**Signal wires on met1**

Scale bar: 20 um. Supply wires on this layer in gray.
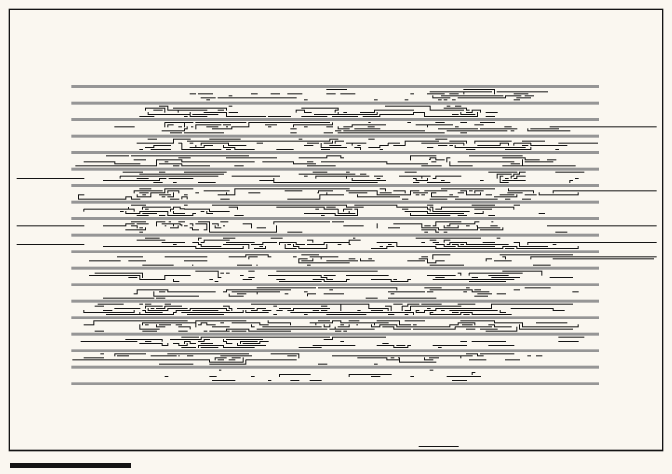
**Met2 routing**

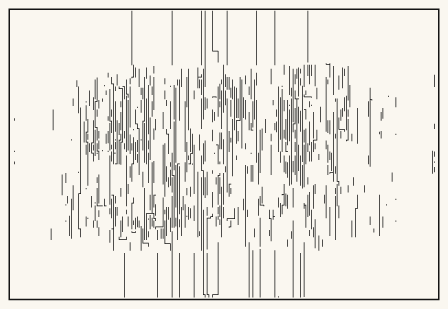
**Metal 3**

Scale bar: 20 um.
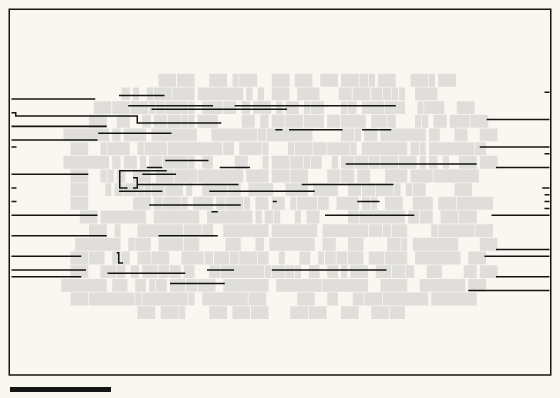
**Clock routing**

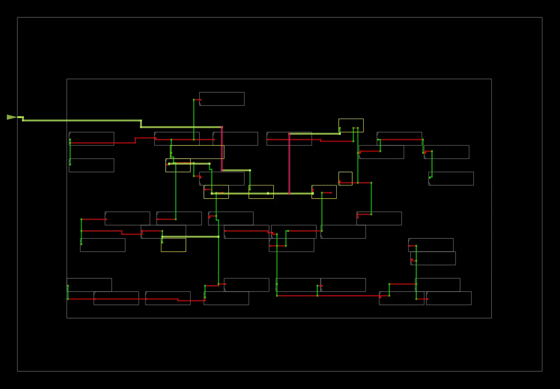
**config.mk**
```make
export PLATFORM = sky130hd
export DESIGN_NAME = logic_unit_pipe
export DESIGN_NICKNAME = d
export VERILOG_FILES = /design/src/rtl/logic_unit_pipe.sv
export SDC_FILE = /design/constraint.sdc
export NUM_CORES = 1
export LEC_CHECK = 0
export ABC_CLOCK_PERIOD_IN_PS = 2510
export CAP_MARGIN = 0
export CORE_ASPECT_RATIO = 0.6
export CORE_MARGIN = 10
export CORE_UTILIZATION = 51
export DETAILED_ROUTE_END_ITERATION = 7
export PLACE_DENSITY = 0.8
export SYNTH_ARGS = -nofsm -noshare
export SYNTH_HDL_FRONTEND = slang
export SYNTH_SLANG_ARGS = --single-unit
```
**constraint.sdc**
```tcl
create_clock -name clk -period 2.51 [get_ports clk]
set_input_delay 0.502 -clock clk [delete_from_list [all_inputs] [get_ports clk]]
set_output_delay 0.502 -clock clk [all_outputs]
set_load 0.02 [all_outputs]
```
**src/rtl/logic_unit_pipe.sv**
```systemverilog
// logic_unit_pipe: registered 8-function bitwise logic unit with accumulate.
// Optional flag outputs enabled by defining LOGIC_UNIT_FLAGS_EN.
module logic_unit_pipe #(
    parameter int WIDTH = 8,
    parameter int CNT_W = 16
) (
    input  logic             clk,
    input  logic             rst_n,
    input  logic             in_valid,
    output logic             in_ready,
    input  logic [2:0]       op,
    input  logic             acc_mode,
    input  logic             acc_clr,
    input  logic [WIDTH-1:0] in_a,
    input  logic [WIDTH-1:0] in_b,
    output logic             out_valid,
    input  logic             out_ready,
    output logic [WIDTH-1:0] out_data,
    output logic [CNT_W-1:0] op_count
`ifdef LOGIC_UNIT_FLAGS_EN
    ,
    output logic             flag_zero,
    output logic             flag_ones,
    output logic             flag_parity
`endif
);

    localparam logic [CNT_W-1:0] CNT_MAX = '1;

    logic [WIDTH-1:0] acc;
    logic [WIDTH-1:0] opb;
    logic [WIDTH-1:0] result;
    logic             accept;

    assign in_ready = !out_valid || out_ready;
    assign accept   = in_valid && in_ready;

    // Same-cycle clear wins over the stored accumulator value.
    assign opb = acc_mode ? (acc_clr ? '0 : acc) : in_b;

    // Function select.
    always_comb begin
        result = '0;
        unique case (op)
            3'd0: result = in_a & opb;
            3'd1: result = in_a | opb;
            3'd2: result = ~in_a;
            3'd3: result = ~(in_a & opb);
            3'd4: result = ~(in_a | opb);
            3'd5: result = in_a ^ opb;
            3'd6: result = ~(in_a ^ opb);
            3'd7: result = in_a;
        endcase
    end

    // Single output stage: load on accept, drain when consumed.
    always_ff @(posedge clk or negedge rst_n) begin
        if (!rst_n) begin
            out_valid <= 1'b0;
            out_data  <= '0;
        end else if (accept) begin
            out_valid <= 1'b1;
            out_data  <= result;
        end else if (out_ready) begin
            out_valid <= 1'b0;
        end
    end

    // Accumulator tracks the last accepted result.
    always_ff @(posedge clk or negedge rst_n) begin
        if (!rst_n) begin
            acc <= '0;
        end else if (accept) begin
            acc <= result;
        end else if (acc_clr) begin
            acc <= '0;
        end
    end

    // Saturating count of accepted transactions.
    always_ff @(posedge clk or negedge rst_n) begin
        if (!rst_n) begin
            op_count <= '0;
        end else if (accept && op_count != CNT_MAX) begin
            op_count <= op_count + CNT_W'(1);
        end
    end

`ifdef LOGIC_UNIT_FLAGS_EN
    // Result flags travel with out_data.
    always_ff @(posedge clk or negedge rst_n) begin
        if (!rst_n) begin
            flag_zero   <= 1'b0;
            flag_ones   <= 1'b0;
            flag_parity <= 1'b0;
        end else if (accept) begin
            flag_zero   <= (result == '0);
            flag_ones   <= &result;
            flag_parity <= ^result;
        end
    end
`endif

endmodule

```
==> flow_metrics.py <==
# Flow results
metrics = {
    "run_status": {
        "status": "finished, final reports clean",
    },
    "cts": {
        "cts_resized": 0,
        "clockBufferDepth": 2,
        "post-cts-setup-buffer-count": 0,
        "cts_tree": "yes",
        "path_clk_slew_ps": 70,
    },
    "finish": {
        "layout_top_cell": "clkdlybuf4s50_1",
        "antennaDiodeCount": 0,
        "area_delta_synth_final_pct": 35.0,
        "lay_top_cells": "clkdlybuf4s50_1 (50), nand2_1 (35), dfrtp_1 (33)",
        "fillers": 306,
        "drive_above_1_share_pct": 13.1,
        "fin_nets": 361,
    },
    "worst_setup_path": {
        "arrival_ps": 2450,
        "critPathBufInv": 3,
        "crit_fanout": 8,
        "slowest_stage": "clkdlybuf4s50_1",
        "cp-start-kind": "primary input",
    },
    "power": {
        "pwr_density_cell_nw_per_um2": 624,
        "p_leak_nw": 1.46,
        "p_comb_share_pct": 36.0,
        "pwr-share-seq_pct": 37.0,
        "finalPower_mw": 1.97,
        "p_switching_uw": 665,
        "p_int_mw": 1.31,
        "ir_drop_v": 0.000319,
    },
    "logic_synthesis": {
        "yosys.area.top_type_share_pct": 35.3,
        "avgSynthCellArea_sq_um": 9.17,
        "synth_cell_types": 35,
        "syn_area_sq_um": 2340,
        "ys_area_sq_um": 2340,
        "ys_warn_count": 0,
        "yosys_cells": 255,
        "edf_count": 0,
        "top_cells_by_area": "dfrtp_1 (35%), ha_1 (9.1%), nand2_1 (5.6%)",
        "largest_area_cell": "dfrtp_1",
        "flop_cell": "dfrtp_1",
    },
    "route": {
        "num_vias": 2174,
        "wl_met1_um": 2970,
        "wl_met2_um": 2640,
        "vias_per_cell": 5.72,
        "wl_met3_um": 647,
        "drc": 0,
    },
    "final_timing": {
        "slew_viol_final": 0,
        "worst-slew-pin-transition_ps": 706,
        "hold_slack_ps": 483,
        "finalCritPeriodShare_pct": 91.7,
        "slew_headroom_pct": 52.6,
        "setup_viol": 0,
    },
    "grt": {
        "track_usage_pct": 16.3,
        "use_met3_pct": 5.38,
        "met1_usage_pct": 22.8,
        "antenna_found_initial": 0,
        "grt_start_max_net_pins": 34,
    },
    "job": {
        "warnings": 34,
        "maxCapViolations": 0,
    },
    "placed_design": {
        "place_hpwl_um": 4740,
    },
}
About 'signal wires on met1':
share of all routed wire	47%
nets with wire on the layer	322
wire length on this layer	2970 um

About 'met2 routing':
nets with wire on the layer	307
wire length on this layer	2640 um
main direction	vertical

About 'metal 3':
longest straight run	31.7 um
wire length on this layer	647 um
share of all routed wire	10%

About 'clock routing':
clk latency late pin: 290 ps
Final Skew: 7.10 ps
CTS sink cnt: 33
flop count: 33

## sequential cells by signal, indices dropped and copies added, names as in the netlist
name	cells
op_count	16
acc	8
out_data	8
out_valid	1
## stage by stage
stage | std cells | instance area [sq um] | setup TNS (ps)
after floorplan | 255 | 2340 | 0
after global placement | 372 | 3040 | 0
after detailed placement | 372 | 3040 | -123
after CTS | 380 | 3160 | 0
after global routing | 380 | 3160 | 0
final | 380 | 3160 | 0
## power by group through the flow
| stage | combinational [mW] | sequential [mW] | clock [mW] |
|---|---|---|---|
| 3_3_place_gp | 0.696 | 0.733 | 0 |
| 4_1_cts | 0.717 | 0.726 | 0.536 |
| 3_5_place_dp | 0.712 | 0.736 | 0 |
| 2_1_floorplan | 0.286 | 0.818 | 0 |
| 6_report | 0.710 | 0.729 | 0.532 |
| 5_1_grt | 0.776 | 0.747 | 0.560 |
## final cells by class
class | instances | area (sq um) | share of cell area (%)
Clock buffer | 6 | 82.6 | 2.61
Clock inverter | 2 | 37.5 | 1.19
Inverter | 22 | 82.6 | 2.61
Multi-Input combinational cell | 187 | 1380 | 43.7
Sequential cell | 33 | 826 | 26.1
Tap cell | 60 | 75.1 | 2.38
Timing Repair Buffer | 70 | 676 | 21.4
## cells by family after synthesis
group	synth area share (%)
and+or+nand+nor	17.1
xor gates and xnor gates	4.49
DFF	35.3
adders and majority gates	9.10
muxes	9.26
buffers and inverters	5.73
AOI/OAI and AO/OA	19.0
## final timing paths
kind / slack [ps] / startpoint / endpoint / depth (start not counted)
max: 210 / acc_clr / acc[6] / 10
min: 480 / out_data[4] / out_data[4] / 2
max reg2reg: 490 / op_count[0] / op_count[1] / 5
min reg2reg: 480 / out_data[4] / out_data[4] / 2
max in group asynchronous: 1580 / rst_n / acc[1] / 2
min in group asynchronous: 620 / rst_n / op_count[3] / 2
No activity file was given, so power comes from the tool's default toggle rates.
